Run 1, layout detail:
Region (32, 43) to (62, 73) um. Cells in gray, sequential cells in the stronger gray; small squares are vias.
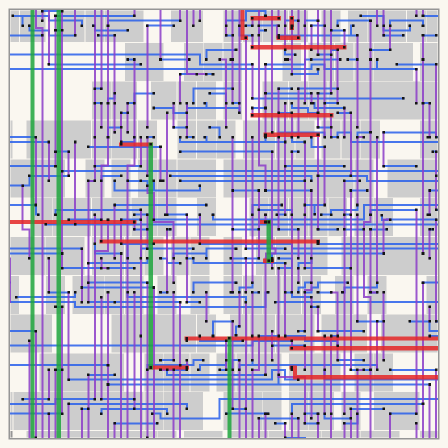
Run 1, wiring heat map:
Scale: 2 px per um. The die is cut into 19 by 23 equal tiles; dark purple is low, yellow is high, scaled to the fullest tile. Values are wire area over tile area, all layers added.
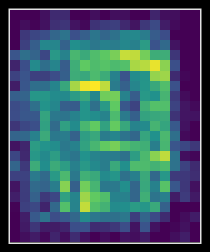
Run 1, selected gate families:
Scale: 3 px per um.
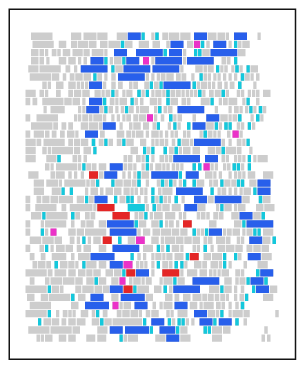
[config.mk]
export PLATFORM = sky130hd
export DESIGN_NAME = eu_alu
export DESIGN_NICKNAME = d
export VERILOG_FILES = /design/src/rtl/eu_alu.sv
export SDC_FILE = /design/constraint.sdc
export NUM_CORES = 1
export LEC_CHECK = 0
export ABC_AREA = 1
export CAP_MARGIN = 10
export CORE_ASPECT_RATIO = 1.25
export CORE_MARGIN = 5
export CORE_UTILIZATION = 50
export CTS_BUF_LIST = sky130_fd_sc_hd__clkbuf_4 sky130_fd_sc_hd__clkbuf_8 sky130_fd_sc_hd__clkbuf_16
export DETAILED_ROUTE_END_ITERATION = 16
export GPL_ROUTABILITY_DRIVEN = 0
export HOLD_SLACK_MARGIN = 0.08
export PLACE_DENSITY_LB_ADDON = 0.05
export SLEW_MARGIN = 40
export SYNTH_ARGS = -nofsm -noshare
export SYNTH_HDL_FRONTEND = slang
export SYNTH_SLANG_ARGS = --single-unit
[constraint.sdc]
create_clock -name clk -period 3.4 [get_ports clk]
set_input_delay 0.68 -clock clk [delete_from_list [all_inputs] [get_ports clk]]
set_output_delay 0.68 -clock clk [all_outputs]
set_load 0.1 [all_outputs]
[src/rtl/eu_alu.sv]
// Registered 16-bit ALU for an 8086-style execution unit.
// One-cycle latency; holds CF internally (in the FLAGS register) for ADC/SBB chaining.
module eu_alu (
  input  logic        clk,
  input  logic        reset,
  input  logic [15:0] a,
  input  logic [15:0] b,
  input  logic [5:0]  alu_control,
  input  logic        word_size,
  input  logic        fire,
  output logic [15:0] result,
  output logic [15:0] status_record,
  output logic        valid
);

  typedef enum logic [5:0] {
    OP_ADD = 6'b000000,
    OP_OR  = 6'b000010,
    OP_ADC = 6'b000100,
    OP_SBB = 6'b000110,
    OP_AND = 6'b001000,
    OP_SUB = 6'b001010,
    OP_XOR = 6'b001100,
    OP_CMP = 6'b001110,
    OP_MOV = 6'b100010
  } op_e;

  localparam logic [15:0] FLAGS_RESET = 16'hF002;

  logic [15:0] result_q, result_d;
  logic [15:0] status_q, status_d;
  logic        valid_q,  valid_d;

  logic [15:0] op_a, op_b;
  logic        cf_in;
  logic [16:0] sum, diff, alu_res;
  logic [15:0] res16, af_vec, merged, flags;
  logic        is_arith, is_sub, write_res, write_flags;
  logic        carry, a_msb, b_msb, r_msb;
  logic        cf, pf, af, zf, sf, of;

  always_comb begin
    // NOTE: every variable gets a default first so no path leaves it unassigned (no latches).
    is_arith    = 1'b0;
    is_sub      = 1'b0;
    write_res   = 1'b0;
    write_flags = 1'b0;
    alu_res     = 17'h0;

    // Byte mode works on zero-extended low bytes so carry/borrow lands in bit 8.
    op_a  = word_size ? a : {8'h00, a[7:0]};
    op_b  = word_size ? b : {8'h00, b[7:0]};
    cf_in = status_q[0];

    sum  = {1'b0, op_a} + {1'b0, op_b}
         + {16'h0000, (alu_control == OP_ADC) & cf_in};
    diff = {1'b0, op_a} - {1'b0, op_b}
         - {16'h0000, (alu_control == OP_SBB) & cf_in};

    case (alu_control)
      OP_ADD, OP_ADC: begin
        alu_res = sum;  is_arith = 1'b1;
        write_res = 1'b1; write_flags = 1'b1;
      end
      OP_SUB, OP_SBB: begin
        alu_res = diff; is_arith = 1'b1; is_sub = 1'b1;
        write_res = 1'b1; write_flags = 1'b1;
      end
      OP_CMP: begin
        alu_res = diff; is_arith = 1'b1; is_sub = 1'b1;
        write_flags = 1'b1;
      end
      OP_OR: begin
        alu_res = {1'b0, op_a | op_b}; write_res = 1'b1; write_flags = 1'b1;
      end
      OP_AND: begin
        alu_res = {1'b0, op_a & op_b}; write_res = 1'b1; write_flags = 1'b1;
      end
      OP_XOR: begin
        alu_res = {1'b0, op_a ^ op_b}; write_res = 1'b1; write_flags = 1'b1;
      end
      OP_MOV: begin
        alu_res = {1'b0, op_b}; write_res = 1'b1;
      end
      default: ;
    endcase

    res16  = alu_res[15:0];
    carry  = word_size ? alu_res[16] : alu_res[8];
    a_msb  = word_size ? op_a[15] : op_a[7];
    b_msb  = word_size ? op_b[15] : op_b[7];
    r_msb  = word_size ? res16[15] : res16[7];
    af_vec = op_a ^ op_b ^ res16;

    cf = is_arith & carry;
    af = is_arith & af_vec[4];
    of = is_arith & (is_sub ? ((a_msb != b_msb) && (r_msb != a_msb))
                            : ((a_msb == b_msb) && (r_msb != a_msb)));
    sf = r_msb;
    zf = word_size ? (res16 == 16'h0000) : (res16[7:0] == 8'h00);
    pf = ~^res16[7:0];

    flags  = {4'hF, of, 3'b000, sf, zf, 1'b0, af, 1'b0, pf, 1'b1, cf};
    merged = word_size ? res16 : {a[15:8], res16[7:0]};

    result_d = result_q;
    status_d = status_q;
    valid_d  = fire;
    if (fire) begin
      if (write_res)   result_d = merged;
      if (write_flags) status_d = flags;
    end
  end

  always_ff @(posedge clk) begin
    // NOTE: sequential state uses non-blocking assignments so all flops update together.
    if (reset) begin
      result_q <= 16'h0000;
      status_q <= FLAGS_RESET;
      valid_q  <= 1'b0;
    end else begin
      result_q <= result_d;
      status_q <= status_d;
      valid_q  <= valid_d;
    end
  end

  assign result        = result_q;
  assign status_record = status_q;
  assign valid         = valid_q;

endmodule

==> results.json, run 1 <==
{
  "critPathKind": "in2reg",
  "status": "finished, violations left",
  "dp.final_hpwl_um": 11900,
  "yosysWarnings": 0,
  "holdBufCountCts": 0,
  "ys_ff": 23,
  "regToRegEndpoint": "status_record[2]$_SDFFE_PP0P_",
  "ys_types": 42,
  "start_kind": "primary input",
  "ff_type": "dfxtp_1",
  "fp-row-count": 38,
  "nets": 1070,
  "initCoreUtil_pct": 51.6,
  "seq_area_um2": 462,
  "dieArea_um2": 11000,
  "yosys.area_share.xor_xnor_pct": 1.75,
  "num_vias": 5442,
  "syn2layout_area_growth_pct": 43.7,
  "worst_slack_ns": -0.0551,
  "grt_pass1_wl_um": 23600,
  "yosys.area.top_type": "nand2_1",
  "post-route-min-period_ns": 3.46,
  "hold-path-cell-count": 2,
  "die_height_um": 116,
  "crit_fanout": 2,
  "topCombFamilyByArea": "simple AND/OR/NAND/NOR gates",
  "seqPwrFrac_pct": 19.5,
  "clock_latency_ns": 0.27,
  "cp_top_family": "adder cells",
  "buffers": 191,
  "cp.buffers_inverters": 4,
  "power_frac_comb_pct": 68.0,
  "io_pins": 75,
  "grt_max_degree": 15,
  "cts_buffer_depth": 2,
  "cp.required_ns": 3.57,
  "cts_tree": "built",
  "holdWs_ns": 0.472,
  "clk_share_pct": 0.753,
  "top_cells_by_count": "nand2_1, inv_1, ha_1, nor2_1, a21oi_1",
  "largest_register_ff_count": 16,
  "fill_cells": 753,
  "top_cell": "nand2_1",
  "synthAoiAreaFrac_pct": 15.2,
  "yosys.area_share.adder_pct": 20.1,
  "placement.io_buffers": 64,
  "largest_class": "combinational gates",
  "drt-total-wl_um": 14900,
  "cp-startpoint": "a[0]",
  "grt_pass1_vias": 5302,
  "mux_area_share_pct": 0,
  "bufAreaShareNonClock_pct": 23.1,
  "hold_violations": 0,
  "synth_area_um2": 4510,
  "antenna_cells": 0,
  "clkbuf_count": 4,
  "first_pass_iters": 5,
  "critPathMaxStageDelay_ns": 0.54,
  "cap_violations": 0,
  "drc": 0,
  "setup_viol": 1,
  "clkPwrFrac_pct": 12.4,
  "violations": "setup timing",
  "ff2ff_path_depth": 17,
  "hold_start": "result[10]$_SDFFE_PP0P_",
  "power_leakage_nw": 3.60,
  "fin_util_pct": 74.1,
  "cts_sinks": 23,
  "layout-drive-gt1-share_pct": 27.1,
  "warnings": 59,
  "seq_share_pct": 7.12,
  "dieWidth_um": 95.0,
  "clk_pin_slew_worst_paths_ns": 0.08,
  "reg2reg_slack_ns": 0.47,
  "drv_slew": 0,
  "endpoint_kind": "flop",
  "simple_gate_share_pct": 35.2,
  "powerDensity_nw_per_um2": 223,
  "inv_count": 157,
  "fin_tns_setup_ns": -0.0551,
  "p_int_w": 0.000784,
  "ant_nets": 0,
  "async_reset_ff_share_pct": 0,
  "postSynthSeqShare_pct": 10.2
}
Notes on 'layout detail' above:
legend:
  metal 1:
    color: blue
  metal 2:
    color: purple
  metal 4:
    color: green
  metal 3:
    color: red
sequential cells in the window: 0
cells with their middle in the window: 118
most frequent: nand2_1 (36), inv_1 (25)

Notes on 'wiring heat map' above:
nearly empty tiles: 11%
fullest tile: 0.63
mean over tiles: 0.22
tiles over half the peak: 28%
densest ninth of the die: center

Notes on 'selected gate families' above:
legend:
  inverters:
    color: cyan
    cells: 157
  XOR/XNOR gates:
    color: red
    cells: 9
  AND and OR gates:
    color: magenta
    cells: 10
  adder and majority cells:
    color: blue
    cells: 70
final non-filler cell total: 1077
Comb area share: 57.4%
Commonest Layout Cell: nand2_1

==> run 1: cells by family after synthesis <==
group,count (synthesis)
DFF,23
and+or+nand+nor,376
other,2
adders and majority gates,70
buffers and inverters,184
AOI/OAI and AO/OA,117
xor gates and xnor gates,9
==> run 1: timing repair <==
action	4_1_cts	5_1_grt
resized	32	52
endpoints found under the hold margin	0	0
pin swaps	17	21
buffers inserted	3	9
setup endpoints to repair	14	10
==> run 1: per-layer routing <==
metal / wire [um] / vias to the layer above / track usage, %
li1: - / 2760 / -
met1: 6390 / 2419 / 34.1
met2: 7090 / 220 / 45.1
met3: 868 / 43 / 2.71
met4: 584 / 0 / 11.7
met5: 0 / - / 0
==> run 1: layout by cell type, fill, tap and decap left out, types with 4 or more instances in the layout <==
master	instances
nand2_1	236
inv_1	144
buf_4	132
nor2_1	54
ha_1	44
a21oi_1	40
clkdlybuf4s50_1	33
o21ai_0	28
nand3_1	23
dfxtp_1	22
ha_4	21
buf_2	16
inv_2	12
nand3_2	12
nand2_2	11
o211ai_1	11
nor2_2	10
conb_1	10
a21oi_2	8
o21ai_1	8
o22ai_1	7
nor3_1	5
nand4_1	5
nor2_4	4
or2_2	4
o21ai_2	4
nand3b_1	4
fa_2	4
==> run 1: stage by stage <==
stage	setup WS [ns]	std cells	area, um2
2_1_floorplan	-0.206	789	4580
4_1_cts	0.00599	1068	6070
6_report	-0.0551	1077	6480
5_1_grt	-0.143	1077	6480
3_5_place_dp	-0.795	1061	5960
3_3_place_gp	-0.704	1061	6030
==> run 1: power groups by stage <==
stage               clock [W]  sequential [W]  combinational (W)
finish               0.000180        0.000282           0.000983
global route         0.000194        0.000283            0.00108
detailed placement          0        0.000288           0.000863
global placement            0        0.000288           0.000851
CTS                  0.000184        0.000282           0.000880
floorplan                   0        0.000348           0.000491
--- run 2 (diff from run 1) ---
TNS_END_PERCENT = 50   (was default)
Run 2, cell outlines without signal wires:
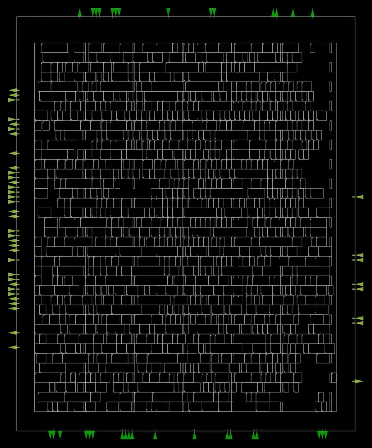
n_taps: 120
core area: 8750 um2
Layout Utilization: 74.1%
row count: 38

==> run 2 against run 1 <==
The flow still finishes with violations (setup timing). Die area unchanged. Via count did not move. Register-to-register slack about the same. Design area is the same. Sequential share of layout area is the same. Critical endpoint unchanged. Largest cell class unchanged. Largest power group unchanged.
==> results.json, run 2 <==
{
  "lay_top_count": "nand2_1",
  "first_pass_iters": 5,
  "ant_nets": 0,
  "synthAoiAreaFrac_pct": 15.2,
  "violations": "setup timing",
  "largest_register_ff_count": 16,
  "synthTopCellsByArea": "nand2_1, ha_1, inv_1",
  "num_vias": 5442,
  "post-route-min-period_ns": 3.46,
  "die_height_um": 116,
  "ys_ff": 23,
  "yosys.area.top_type": "nand2_1",
  "drt-total-wl_um": 14900,
  "nets": 1070,
  "mux_area_share_pct": 0,
  "cp_top_family": "adder cells",
  "io_pins": 75,
  "cp.required_ns": 3.57,
  "hold_start": "result[10]$_SDFFE_PP0P_",
  "placement.io_buffers": 64,
  "cts_tree": "built",
  "regToRegEndpoint": "status_record[2]$_SDFFE_PP0P_",
  "powerDensity_nw_per_um2": 223,
  "initCoreUtil_pct": 51.6,
  "maxSlewHeadroom_pct": 63.2,
  "crit_fanout": 2,
  "holdBufCountCts": 0,
  "holdWs_ns": 0.472,
  "grt_pass1_wl_um": 23600,
  "busiest_layer": "met2",
  "fin_cells": 1077,
  "grtUsageMet1_pct": 34.1,
  "clk_pin_slew_worst_paths_ns": 0.08,
  "power_frac_comb_pct": 68.0,
  "dieArea_um2": 11000,
  "syn2layout_area_growth_pct": 43.7,
  "endpoint_kind": "flop",
  "topCombFamilyByArea": "simple AND/OR/NAND/NOR gates",
  "postSynthSeqShare_pct": 10.2,
  "ff_type": "dfxtp_1",
  "ys_types": 42,
  "dieWidth_um": 95.0,
  "antenna_cells": 0,
  "yosys.area_share.xor_xnor_pct": 1.75,
  "seqPwrFrac_pct": 19.5,
  "post-route-cell-area_um2": 6480,
  "simple_gate_share_pct": 35.2,
  "critPathMaxStageDelay_ns": 0.54,
  "cts_sinks": 23,
  "grt_pass1_vias": 5302,
  "cp-startpoint": "a[0]",
  "top_cell": "nand2_1",
  "reg2reg_slack_ns": 0.47,
  "cp.buffers_inverters": 4,
  "setup_viol": 1,
  "drv_slew": 0,
  "grt_use_met2_pct": 45.1,
  "yosys.area_share.adder_pct": 20.1,
  "cap_violations": 0,
  "yosysWarnings": 0,
  "grt_max_degree": 15,
  "clock_latency_ns": 0.27,
  "synth_area_um2": 4510,
  "cts_buffer_depth": 2,
  "dp_slack_ns": -0.795,
  "placed_area_um2": 5960,
  "gr-usage-met3_pct": 2.71,
  "warnings": 59,
  "start_kind": "primary input",
  "drc": 0,
  "final_cell_mix": "nand2_1, inv_1, buf_4",
  "ff2ff_path_depth": 17,
  "hold_violations": 0,
  "p_int_w": 0.000784,
  "hold-path-cell-count": 2,
  "async_reset_ff_share_pct": 0,
  "dp.final_hpwl_um": 11900,
  "worst_slack_ns": -0.0551,
  "dp_cells": 1061,
  "top_cells_by_count": "nand2_1, inv_1, ha_1, nor2_1, a21oi_1",
  "layout-drive-gt1-share_pct": 27.1,
  "critPathKind": "in2reg",
  "status": "finished, violations left",
  "fin_tns_setup_ns": -0.0551,
  "power_leakage_nw": 3.60,
  "clkPwrFrac_pct": 12.4,
  "rsz0062_at_grt": "yes"
}
Run 2, wiring heat map:
Scale: 2 px per um. The die is cut into 19 by 23 equal tiles; dark purple is low, yellow is high, scaled to the fullest tile. Values are wire area over tile area, all layers added.
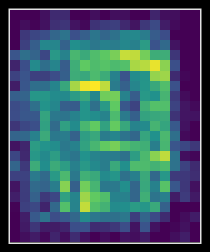
densest ninth of the die: center
fullest tile: 0.63
tiles over half the peak: 28%
nearly empty tiles: 11%
mean over tiles: 0.22

==> run 2: power groups by stage <==
stage	Sequential (W)	Clock, W	Combinational, W
global placement	0.000288	0	0.000851
global route	0.000283	0.000194	0.00108
detailed placement	0.000288	0	0.000863
finish	0.000282	0.000180	0.000983
CTS	0.000282	0.000184	0.000880
floorplan	0.000348	0	0.000491
==> run 2: cells by family (layout without fill, tap and decap cells) <==
family | count (synthesis) | after routing
buffers and inverters | 184 | 352
DFF | 23 | 23
other | 2 | 10
xor gates and xnor gates | 9 | 9
and+or+nand+nor | 376 | 376
adders and majority gates | 70 | 70
AOI/OAI and AO/OA | 117 | 117
==> run 2: cell type report <==
class                           count  area [um2]
Sequential cell                    23         462
Tap cell                          120         150
Fill cell                         753        2270
Clock buffer                        4        48.8
Timing Repair Buffer              191        1500
Multi-Input combinational cell    582        3720
Inverter                          157         602
==> run 2: routing by layer <==
metal | up-vias | part of all wire, %
met2 | 220 | 47
met5 | - | 0
met1 | 2419 | 43
li1 | 2760 | -
met3 | 43 | 5.8
met4 | 0 | 3.9
==> run 2: worst max path at each step <==
stage          depth (start not counted)                             to  slack (ns)
4_1_cts                               16  status_record[2]$_SDFFE_PP0P_       0.006
6_report                              14  status_record[2]$_SDFFE_PP0P_       -0.06
2_1_floorplan                         19  status_record[2]$_SDFFE_PP0P_       -0.21
3_3_place_gp                          21  status_record[2]$_SDFFE_PP0P_       -0.70
3_5_place_dp                          21  status_record[2]$_SDFFE_PP0P_       -0.79
5_1_grt                               19  status_record[2]$_SDFFE_PP0P_       -0.14
==> run 2: timing repair <==
item                       4_1_cts  5_1_grt
setup endpoints to repair       14       10
cloned                           0        0
buffers inserted                 3        9
pin swaps                       17       21
gates resized                   32       52
--- run 3 (diff from run 2) ---
CELL_PAD_IN_SITES_DETAIL_PLACEMENT = 0   (was default)
CELL_PAD_IN_SITES_GLOBAL_PLACEMENT = 1   (was default)
CORE_MARGIN = 1   (was 5)
CORE_UTILIZATION = 34   (was 50)
Run 3, selected gate families:
Scale: 3 px per um.
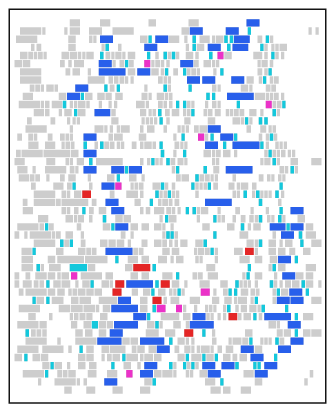
legend:
  AND and OR gates:
    color: magenta
    cells: 10
  inverters:
    color: cyan
    cells: 157
    where: widely spread
  adder and majority cells:
    color: blue
    cells: 70
  XOR/XNOR gates:
    color: red
    cells: 9

Run 3, wiring heat map:
Scale: 2 px per um. The die is cut into 21 by 26 equal tiles; dark purple is low, yellow is high, scaled to the fullest tile. Values are wire area over tile area, all layers added.
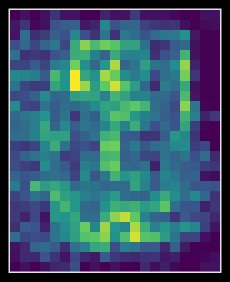
nearly empty tiles: 8.1%
emptiest ninth of the die: north-east
tiles over half the peak: 22%

==> run 3 against run 2 <==
The run still ends with setup timing left. Fmax shrank 0.35%. Routed wire length grew 5.7%. Setup slack lost 0.012 ns. Cell count grew 6.5%.
==> results.json, run 3 <==
{
  "power_frac_comb_pct": 64.6,
  "synth_area_um2": 4510,
  "setup_viol": 2,
  "fin_cells": 1147,
  "fin_util_pct": 51.8,
  "violations": "setup timing",
  "rsz0062_at_grt": "yes",
  "powerDensity_nw_per_um2": 227,
  "yosys.area_share.adder_pct": 20.1,
  "cp-startpoint": "alu_control[5]",
  "grt_pass1_wl_um": 25500,
  "grt_pass1_vias": 5358,
  "cts_tree": "built",
  "reg2reg_slack_ns": 0.43,
  "clock_latency_ns": 0.26,
  "grt_use_met2_pct": 41.5,
  "placed_area_um2": 6180,
  "critPathKind": "in2reg",
  "critPathMaxStageDelay_ns": 0.42,
  "ant_nets": 0,
  "postSynthSeqShare_pct": 10.2,
  "placement.io_buffers": 64,
  "num_vias": 5474,
  "dp.final_hpwl_um": 12900,
  "ys_ff": 23,
  "mux_area_share_pct": 0,
  "io_pins": 75,
  "syn2layout_area_growth_pct": 47.3,
  "dieArea_um2": 13700,
  "layout-drive-gt1-share_pct": 27.1,
  "ff_type": "dfxtp_1",
  "yosys.area_share.xor_xnor_pct": 1.75,
  "hold_violations": 0,
  "final_cell_mix": "nand2_1, buf_4, inv_1",
  "ys_types": 42,
  "gr-usage-met3_pct": 1.44,
  "nets": 1092,
  "topCombFamilyByArea": "simple AND/OR/NAND/NOR gates",
  "top_cell": "nand2_1",
  "cts_sinks": 23,
  "drt-total-wl_um": 15800,
  "fin_tns_setup_ns": -0.0692,
  "synthTopCellsByArea": "nand2_1, ha_1, inv_1",
  "async_reset_ff_share_pct": 0,
  "hold_start": "result[11]$_SDFFE_PP0P_",
  "dieWidth_um": 105,
  "drv_slew": 0,
  "power_leakage_nw": 3.72,
  "coreArea_um2": 12800,
  "grt_max_degree": 21,
  "top_cells_by_count": "nand2_1, inv_1, ha_1, nor2_1, a21oi_1",
  "post-route-min-period_ns": 3.47,
  "holdBufCountCts": 0,
  "dp_cells": 1127,
  "yosys.area.top_type": "nand2_1",
  "post-route-cell-area_um2": 6640,
  "crit_fanout": 3,
  "initCoreUtil_pct": 35.1,
  "holdWs_ns": 0.463,
  "cp.buffers_inverters": 6,
  "busiest_layer": "met2",
  "worst_slack_ns": -0.0671,
  "endpoint_kind": "flop",
  "cp.required_ns": 3.55,
  "grtUsageMet1_pct": 30.5,
  "synthAoiAreaFrac_pct": 15.2,
  "status": "finished, violations left",
  "antenna_cells": 0,
  "seqPwrFrac_pct": 18.8,
  "drc": 0,
  "clk_pin_slew_worst_paths_ns": 0.06
}
[run 3: cell types whose count changed in the layout (fill, tap and decap cells not counted), moves of 4 or more]
cell,before,now
clkbuf_16,0,4
buf_4,132,154
ha_4,21,9
ha_1,44,53
[run 3: path summary, 6_finish.rpt]
| kind | to | cells past startpoint |
|---|---|---|
| hold / removal | result[11]$_SDFFE_PP0P_ | 2 |
| hold reg to reg | result[11]$_SDFFE_PP0P_ | 2 |
| setup reg to reg | status_record[2]$_SDFFE_PP0P_ | 17 |
| setup / recovery | status_record[2]$_SDFFE_PP0P_ | 23 |
[run 3: area by class of cell]
| type | count | area, um2 |
|---|---|---|
| inverters | 157 | 604 |
| repair buffers | 213 | 1710 |
| flip-flops and latches | 23 | 462 |
| multi-input cells | 582 | 3580 |
| clock inverters | 1 | 5.00 |
| fillers | 1363 | 6190 |
| well taps | 168 | 210 |
| clock buffers | 3 | 75.1 |
[run 3: cell families after synthesis]
logic type,after synthesis
xor+xnor,9
fa+ha+maj,70
compound gates,117
buf+inv,184
other cells,2
flops,23
simple gates,376
[run 3: timing repair]
action | CTS | global route
setup endpoints to repair | 17 | 12
buffers inserted | 9 | 6
resized | 36 | 37
cloned | 0 | 1
pin swaps | 21 | 27
[run 3: power by group through the flow]
stage | logic, W | clock network (W) | registers, W
4_1_cts | 0.000928 | 0.000261 | 0.000282
3_5_place_dp | 0.000897 | 0 | 0.000288
3_3_place_gp | 0.000896 | 0 | 0.000289
6_report | 0.000972 | 0.000251 | 0.000283
5_1_grt | 0.00108 | 0.000269 | 0.000283
2_1_floorplan | 0.000491 | 0 | 0.000348
[run 3: routing by layer]
layer,wire length (um),share of wire [%]
met1,7290,46
met4,375,2.4
met3,719,4.6
met2,7410,47
met5,0,0

==> gallery <==
Routed metal, one color a layer.
Scale: 3 px per um. Two of the layers only.
shot_01.png
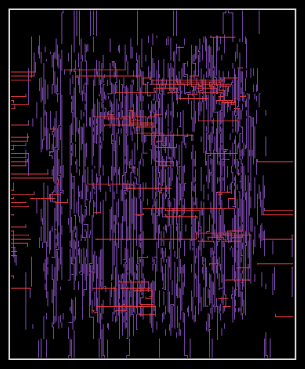
shot_02.png
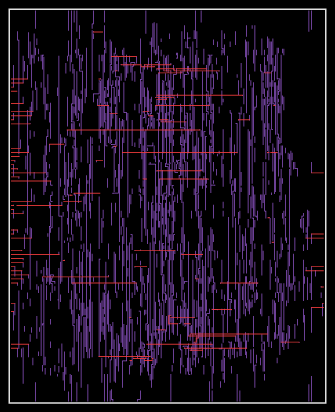
- run 3 = shot_02.png
- run 1 = shot_01.png
The one with the largest die is shot_02.png.

Key to shot_02.png:
legend:
  metal 2:
    color: purple
    wire_length: 7410 um
  metal 3:
    color: red
    wire_length: 720 um

Power is estimated from default activity; no workload was simulated.
